$ cat src/rtl/lane_overlay_renderer_if.sv
// rtl/lane_overlay_renderer_if.sv - lane parameter, pixel stream and overlay output bundle
interface lane_overlay_renderer_if;
   logic        left_lane_valid;
   logic [9:0]  left_x_top;
   logic [9:0]  left_x_bottom;
   logic        right_lane_valid;
   logic [9:0]  right_x_top;
   logic [9:0]  right_x_bottom;
   logic        detection_done;
   logic        pixel_valid;
   logic [9:0]  pixel_x;
   logic [9:0]  pixel_y;
   logic        frame_start;
   logic [15:0] rgb_in;
   logic        pixel_valid_out;
   logic [9:0]  pixel_x_out;
   logic [9:0]  pixel_y_out;
   logic        frame_start_out;
   logic [15:0] rgb_out;
   logic        overlay_armed;

   modport master (
      output left_lane_valid, left_x_top, left_x_bottom,
      output right_lane_valid, right_x_top, right_x_bottom,
      output detection_done, pixel_valid, pixel_x, pixel_y, frame_start, rgb_in,
      input  pixel_valid_out, pixel_x_out, pixel_y_out, frame_start_out, rgb_out, overlay_armed
   );

   modport slave (
      input  left_lane_valid, left_x_top, left_x_bottom,
      input  right_lane_valid, right_x_top, right_x_bottom,
      input  detection_done, pixel_valid, pixel_x, pixel_y, frame_start, rgb_in,
      output pixel_valid_out, pixel_x_out, pixel_y_out, frame_start_out, rgb_out, overlay_armed
   );
endinterface

$ cat src/rtl/lane_overlay_renderer.sv
// rtl/lane_overlay_renderer.sv - double-buffered lane parameters, shared slope divider, row accumulator overlay
module lane_overlay_renderer #(
   parameter int          IMG_WIDTH   = 640,
   parameter int          IMG_HEIGHT  = 480,
   parameter int          ROI_TOP     = 240,
   parameter int          ROI_BOTTOM  = 460,
   parameter int          HALF_W      = 1,
   parameter logic [15:0] LEFT_COLOR  = 16'hF800,
   parameter logic [15:0] RIGHT_COLOR = 16'h07E0
) (
   input logic               clk,
   input logic               rst_n,
   lane_overlay_renderer_if.slave bus
);
   typedef enum logic [1:0] {IDLE = 2'd0, DIV_L = 2'd1, DIV_R = 2'd2, ARMED = 2'd3} state_t;
   typedef struct packed {
      logic       vld;
      logic [9:0] top;
      logic [9:0] bot;
   } lane_p_t;

   localparam int                DIVISOR  = ROI_BOTTOM - ROI_TOP;
   localparam int                RW       = $clog2(DIVISOR + 1) + 1;
   localparam logic [RW-1:0]     DIV_V    = RW'(DIVISOR);
   localparam logic [9:0]        TOP_V    = 10'(ROI_TOP);
   localparam logic [9:0]        BOT_V    = 10'(ROI_BOTTOM);
   localparam logic [9:0]        XLAST_V  = 10'(IMG_WIDTH - 1);
   localparam logic [9:0]        YLIM_V   = 10'(IMG_HEIGHT);
   localparam logic signed [11:0] HW_V    = 12'(HALF_W);
   localparam logic [4:0]        LAST_BIT = 5'd17;

   function automatic logic [17:0] abs_dvd(input logic [9:0] top, input logic [9:0] bot);
      logic [9:0] d;
      d = (bot >= top) ? (bot - top) : (top - bot);
      return {d, 8'd0};
   endfunction

   function automatic logic signed [18:0] apply_sign(input logic [17:0] q, input logic neg);
      logic signed [18:0] m;
      m = $signed({1'b0, q});
      return neg ? -m : m;
   endfunction

   state_t             state_q, state_d;
   lane_p_t            pend_l_q, pend_l_d, pend_r_q, pend_r_d;
   lane_p_t            act_l_q, act_l_d, act_r_q, act_r_d;
   logic               pend_flag_q, pend_flag_d;
   logic [4:0]         cnt_q, cnt_d;
   logic [17:0]        dvd_q, dvd_d;
   logic [RW-2:0]      rem_q, rem_d;
   logic [16:0]        quo_q, quo_d;
   logic signed [18:0] slope_l_q, slope_l_d, slope_r_q, slope_r_d;
   logic signed [18:0] xfp_l_q, xfp_l_d, xfp_r_q, xfp_r_d;
   logic               overlay_armed_q, overlay_armed_d;
   logic               pv_q, pv_d, fs_q, fs_d;
   logic [9:0]         px_q, px_d, py_q, py_d;
   logic [15:0]        rgb_q, rgb_d;

   logic               promote, restart, div_active, div_last;
   logic [RW-1:0]      rem_sh, rem_nx;
   logic               ge;
   logic [17:0]        quo_nx;
   logic signed [11:0] cx_l, cx_r, dx_l, dx_r;
   logic               in_roi, row_step, draw_l, draw_r;

   // Promotion only consumes what was pending before this cycle; a coincident capture stays pending.
   assign promote = bus.frame_start && pend_flag_q;
   assign restart = bus.frame_start && (promote || state_q == DIV_L || state_q == DIV_R);

   always_ff @(posedge clk or negedge rst_n) begin
      if (!rst_n) state_q <= IDLE;
      else        state_q <= state_d;
   end

   always_comb begin
      state_d = state_q;
      if (restart) begin
         state_d = DIV_L;
      end else begin
         case (state_q)
            DIV_L:   if (cnt_q == LAST_BIT) state_d = DIV_R;
            DIV_R:   if (cnt_q == LAST_BIT) state_d = ARMED;
            default: state_d = state_q;
         endcase
      end
   end

   always_comb begin
      div_active      = (state_q == DIV_L) || (state_q == DIV_R);
      div_last        = div_active && (cnt_q == LAST_BIT);
      overlay_armed_d = (state_q == ARMED) && !promote;
   end

   always_comb begin
      rem_sh = {rem_q, dvd_q[17]};
      ge     = (rem_sh >= DIV_V);
      rem_nx = ge ? (rem_sh - DIV_V) : rem_sh;
      quo_nx = {quo_q, ge};
   end

   always_comb begin
      pend_l_d    = pend_l_q;
      pend_r_d    = pend_r_q;
      pend_flag_d = pend_flag_q;
      act_l_d     = act_l_q;
      act_r_d     = act_r_q;
      cnt_d       = cnt_q;
      dvd_d       = dvd_q;
      rem_d       = rem_q;
      quo_d       = quo_q;
      slope_l_d   = slope_l_q;
      slope_r_d   = slope_r_q;
      xfp_l_d     = xfp_l_q;
      xfp_r_d     = xfp_r_q;

      if (bus.detection_done) begin
         pend_l_d    = {bus.left_lane_valid, bus.left_x_top, bus.left_x_bottom};
         pend_r_d    = {bus.right_lane_valid, bus.right_x_top, bus.right_x_bottom};
         pend_flag_d = 1'b1;
      end else if (promote) begin
         pend_flag_d = 1'b0;
      end

      if (promote) begin
         act_l_d = pend_l_q;
         act_r_d = pend_r_q;
      end

      if (restart) begin
         cnt_d = '0;
         rem_d = '0;
         quo_d = '0;
         dvd_d = abs_dvd(act_l_d.top, act_l_d.bot);
      end else if (div_last) begin
         cnt_d = '0;
         rem_d = '0;
         quo_d = '0;
         if (state_q == DIV_L) begin
            slope_l_d = apply_sign(quo_nx, act_l_q.bot < act_l_q.top);
            dvd_d     = abs_dvd(act_r_q.top, act_r_q.bot);
         end else begin
            slope_r_d = apply_sign(quo_nx, act_r_q.bot < act_r_q.top);
         end
      end else if (div_active) begin
         cnt_d = cnt_q + 5'd1;
         rem_d = rem_nx[RW-2:0];
         quo_d = quo_nx[16:0];
         dvd_d = {dvd_q[16:0], 1'b0};
      end

      if (bus.frame_start) begin
         xfp_l_d = $signed({1'b0, act_l_d.top, 8'd0});
         xfp_r_d = $signed({1'b0, act_r_d.top, 8'd0});
      end else if (row_step) begin
         xfp_l_d = xfp_l_q + slope_l_q;
         xfp_r_d = xfp_r_q + slope_r_q;
      end
   end

   // Rounded row centre: (x_fp + 128) >> 8 is the integer part plus the half bit.
   always_comb begin
      row_step = bus.pixel_valid && (bus.pixel_x == XLAST_V) &&
                 (bus.pixel_y >= TOP_V) && (bus.pixel_y < BOT_V);
      in_roi   = (bus.pixel_y >= TOP_V) && (bus.pixel_y <= BOT_V) && (bus.pixel_y < YLIM_V);
      cx_l     = {xfp_l_q[18], xfp_l_q[18:8]} + {11'd0, xfp_l_q[7]};
      cx_r     = {xfp_r_q[18], xfp_r_q[18:8]} + {11'd0, xfp_r_q[7]};
      dx_l     = $signed({2'b00, bus.pixel_x}) - cx_l;
      dx_r     = $signed({2'b00, bus.pixel_x}) - cx_r;
      draw_l   = overlay_armed_q && act_l_q.vld && bus.pixel_valid && in_roi &&
                 (dx_l >= -HW_V) && (dx_l <= HW_V);
      draw_r   = overlay_armed_q && act_r_q.vld && bus.pixel_valid && in_roi &&
                 (dx_r >= -HW_V) && (dx_r <= HW_V);
      pv_d     = bus.pixel_valid;
      px_d     = bus.pixel_x;
      py_d     = bus.pixel_y;
      fs_d     = bus.frame_start;
      rgb_d    = draw_l ? LEFT_COLOR : (draw_r ? RIGHT_COLOR : bus.rgb_in);
   end

   always_ff @(posedge clk or negedge rst_n) begin
      if (!rst_n) begin
         pend_l_q        <= '0;
         pend_r_q        <= '0;
         pend_flag_q     <= 1'b0;
         act_l_q         <= '0;
         act_r_q         <= '0;
         cnt_q           <= '0;
         dvd_q           <= '0;
         rem_q           <= '0;
         quo_q           <= '0;
         slope_l_q       <= '0;
         slope_r_q       <= '0;
         xfp_l_q         <= '0;
         xfp_r_q         <= '0;
         overlay_armed_q <= 1'b0;
         pv_q            <= 1'b0;
         px_q            <= '0;
         py_q            <= '0;
         fs_q            <= 1'b0;
         rgb_q           <= '0;
      end else begin
         pend_l_q        <= pend_l_d;
         pend_r_q        <= pend_r_d;
         pend_flag_q     <= pend_flag_d;
         act_l_q         <= act_l_d;
         act_r_q         <= act_r_d;
         cnt_q           <= cnt_d;
         dvd_q           <= dvd_d;
         rem_q           <= rem_d;
         quo_q           <= quo_d;
         slope_l_q       <= slope_l_d;
         slope_r_q       <= slope_r_d;
         xfp_l_q         <= xfp_l_d;
         xfp_r_q         <= xfp_r_d;
         overlay_armed_q <= overlay_armed_d;
         pv_q            <= pv_d;
         px_q            <= px_d;
         py_q            <= py_d;
         fs_q            <= fs_d;
         rgb_q           <= rgb_d;
      end
   end

   assign bus.pixel_valid_out = pv_q;
   assign bus.pixel_x_out     = px_q;
   assign bus.pixel_y_out     = py_q;
   assign bus.frame_start_out = fs_q;
   assign bus.rgb_out         = rgb_q;
   assign bus.overlay_armed   = overlay_armed_q;
endmodule

$ cat src/flat_wrapper.sv
// flat-port wrapper written by rule: the top's interface ports become plain ports
module lane_overlay_renderer_flat 
#(
   parameter int          IMG_WIDTH   = 640,
   parameter int          IMG_HEIGHT  = 480,
   parameter int          ROI_TOP     = 240,
   parameter int          ROI_BOTTOM  = 460,
   parameter int          HALF_W      = 1,
   parameter logic [15:0] LEFT_COLOR  = 16'hF800,
   parameter logic [15:0] RIGHT_COLOR = 16'h07E0
)
  (clk, rst_n, bus_left_lane_valid, bus_left_x_top, bus_left_x_bottom, bus_right_lane_valid, bus_right_x_top, bus_right_x_bottom, bus_detection_done, bus_pixel_valid, bus_pixel_x, bus_pixel_y, bus_frame_start, bus_rgb_in, bus_pixel_valid_out, bus_pixel_x_out, bus_pixel_y_out, bus_frame_start_out, bus_rgb_out, bus_overlay_armed);
  lane_overlay_renderer_if bus_i ();
  input logic clk;
  input logic rst_n;
  input wire logic [$bits(bus_i.left_lane_valid)-1:0] bus_left_lane_valid;
  input wire logic [$bits(bus_i.left_x_top)-1:0] bus_left_x_top;
  input wire logic [$bits(bus_i.left_x_bottom)-1:0] bus_left_x_bottom;
  input wire logic [$bits(bus_i.right_lane_valid)-1:0] bus_right_lane_valid;
  input wire logic [$bits(bus_i.right_x_top)-1:0] bus_right_x_top;
  input wire logic [$bits(bus_i.right_x_bottom)-1:0] bus_right_x_bottom;
  input wire logic [$bits(bus_i.detection_done)-1:0] bus_detection_done;
  input wire logic [$bits(bus_i.pixel_valid)-1:0] bus_pixel_valid;
  input wire logic [$bits(bus_i.pixel_x)-1:0] bus_pixel_x;
  input wire logic [$bits(bus_i.pixel_y)-1:0] bus_pixel_y;
  input wire logic [$bits(bus_i.frame_start)-1:0] bus_frame_start;
  input wire logic [$bits(bus_i.rgb_in)-1:0] bus_rgb_in;
  output wire logic [$bits(bus_i.pixel_valid_out)-1:0] bus_pixel_valid_out;
  output wire logic [$bits(bus_i.pixel_x_out)-1:0] bus_pixel_x_out;
  output wire logic [$bits(bus_i.pixel_y_out)-1:0] bus_pixel_y_out;
  output wire logic [$bits(bus_i.frame_start_out)-1:0] bus_frame_start_out;
  output wire logic [$bits(bus_i.rgb_out)-1:0] bus_rgb_out;
  output wire logic [$bits(bus_i.overlay_armed)-1:0] bus_overlay_armed;
  assign bus_i.left_lane_valid = bus_left_lane_valid;
  assign bus_i.left_x_top = bus_left_x_top;
  assign bus_i.left_x_bottom = bus_left_x_bottom;
  assign bus_i.right_lane_valid = bus_right_lane_valid;
  assign bus_i.right_x_top = bus_right_x_top;
  assign bus_i.right_x_bottom = bus_right_x_bottom;
  assign bus_i.detection_done = bus_detection_done;
  assign bus_i.pixel_valid = bus_pixel_valid;
  assign bus_i.pixel_x = bus_pixel_x;
  assign bus_i.pixel_y = bus_pixel_y;
  assign bus_i.frame_start = bus_frame_start;
  assign bus_i.rgb_in = bus_rgb_in;
  assign bus_pixel_valid_out = bus_i.pixel_valid_out;
  assign bus_pixel_x_out = bus_i.pixel_x_out;
  assign bus_pixel_y_out = bus_i.pixel_y_out;
  assign bus_frame_start_out = bus_i.frame_start_out;
  assign bus_rgb_out = bus_i.rgb_out;
  assign bus_overlay_armed = bus_i.overlay_armed;
  lane_overlay_renderer #(.IMG_WIDTH(IMG_WIDTH), .IMG_HEIGHT(IMG_HEIGHT), .ROI_TOP(ROI_TOP), .ROI_BOTTOM(ROI_BOTTOM), .HALF_W(HALF_W), .LEFT_COLOR(LEFT_COLOR), .RIGHT_COLOR(RIGHT_COLOR)) u_core (.clk(clk), .rst_n(rst_n), .bus(bus_i));
endmodule
$ cat config.mk
export PLATFORM = sky130hd
export DESIGN_NAME = lane_overlay_renderer_flat
export DESIGN_NICKNAME = d
export VERILOG_FILES = /design/src/rtl/lane_overlay_renderer_if.sv /design/src/rtl/lane_overlay_renderer.sv /design/src/flat_wrapper.sv
export SDC_FILE = /design/constraint.sdc
export NUM_CORES = 1
export LEC_CHECK = 0
export CORE_AREA = 2 2 196 198
export DETAILED_ROUTE_END_ITERATION = 8
export DIE_AREA = 0 0 198 200
export GPL_ROUTABILITY_DRIVEN = 0
export PLACE_DENSITY_LB_ADDON = 0.3
export SLEW_MARGIN = 20
export SYNTH_ARGS = -nofsm -noshare
export SYNTH_HDL_FRONTEND = slang
export SYNTH_SLANG_ARGS = --single-unit
$ cat constraint.sdc
create_clock -name clk -period 11.66 [get_ports clk]
set_input_delay 2.332 -clock clk [delete_from_list [all_inputs] [get_ports clk]]
set_output_delay 2.332 -clock clk [all_outputs]
set_load 0.01 [all_outputs]
wire_density.png
40 x 40 tiles, from dark blue (low) to red (high), scaled to the fullest tile. Values are wire area over tile area, all layers added.
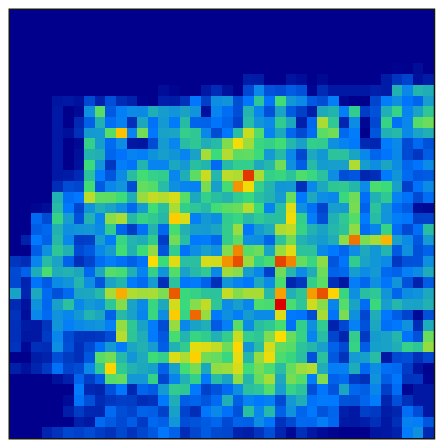
densest ninth of the die: centre
emptiest ninth of the die: north-west
mean over tiles: 0.14
fullest tile: 0.57
routed wire length: 34800 um
overall via count from detail_route: 11.2k
wire length per cell after detailed routing: 16.2 um
Tot GR Track Use: 18.1%

==> git commit body <==
Add synthesis and place-and-route results

* Gate Count Post-Synth: between 1.5k and 2k
* Req. time, crit path: 12.12 ns
- When the netlist entered floorplanning its net count stood at ~1.7k.
* Setup Skew: 0.0212 ns
* Headroom to the max-slew limit: between 20% and 30%
- Share of total power in sequential cells: approximately 34%
- The highest clock rate this design can be run at is 157 MHz.
- The floorplan report lists the tap cell count as 511.
- STA on the placed design reports a worst setup slack of 4.68 ns.
- Summed over its instances, the top area cell type makes up 40.6% of the synthesized netlist area.
- Element type at the critical path end: register
- The power report lists cell-internal power as 0.00195 W.
- Synthesized-area fraction occupied by adder cells: between 10% and 20%
* Number of hold-repair buffers added at the cts stage: 0
- Area of the synthesized netlist per yosys stat: approximately 0.015 sq mm
- Clock tree synthesis found a total of 242 sinks.
- Share of cell area taken by muxes after synthesis: 8.88%
- End of the critical path: u_core.dvd_q[15]
* Clk pin slew, worst setup/hold paths: 0.06 ns
- Seq Cell Count: 242
* Cell total after placement: 2096
- The leakage component of the power was reported as 8.14 nW.
* Yosys warns: 0
- The floorplan has approximately 70 rows.
- STA lists the endpoint of the worst register-to-register path as u_core.dvd_q[15].
- Yosys cell count: 1520
* Startpoint types: input pin
* Result of the run: completed
- Hold timing on the final database bottoms out at a slack of 0.482 ns.
- Hold Startpoint: u_core.dvd_q[10]
- Met2 Resource Use GR: 30.4%
- After synthesis the cells add up to 0.0149 sq mm.
- Grt met3 use: 3.28%
- Per the synthesis report, the dominant area consumer among library cells is dfrtp_1.
- The chip occupies 0.0396 sq mm.
* Total setup buffers inserted after CTS: 0
registers.png
The bar under the picture is 50 um long. Other sequential cells in the stronger grey, the rest of the logic in the fainter grey.
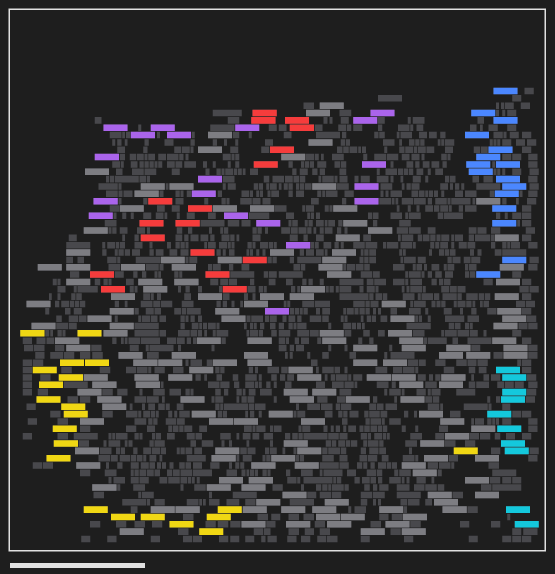
| colour | name in the netlist | sequential cells |
|---|---|---|
| yellow | u_core.pend_r_q | 21 |
| purple | u_core.xfp_r_q | 19 |
| cyan | u_core.bus.pixel_y_out | 10 |
| red | u_core.quo_q | 17 |
| blue | u_core.bus.rgb_out | 16 |
not coloured: 159
power dissipated in sequential cells: 0.00101 W
Seq/total area: 34.5%
fraction of the core area covered by cells at the end of the flow: 46.9%
sequential cell area: 0.00606 sq mm

No activity file was given, so power comes from the tool's default toggle rates.
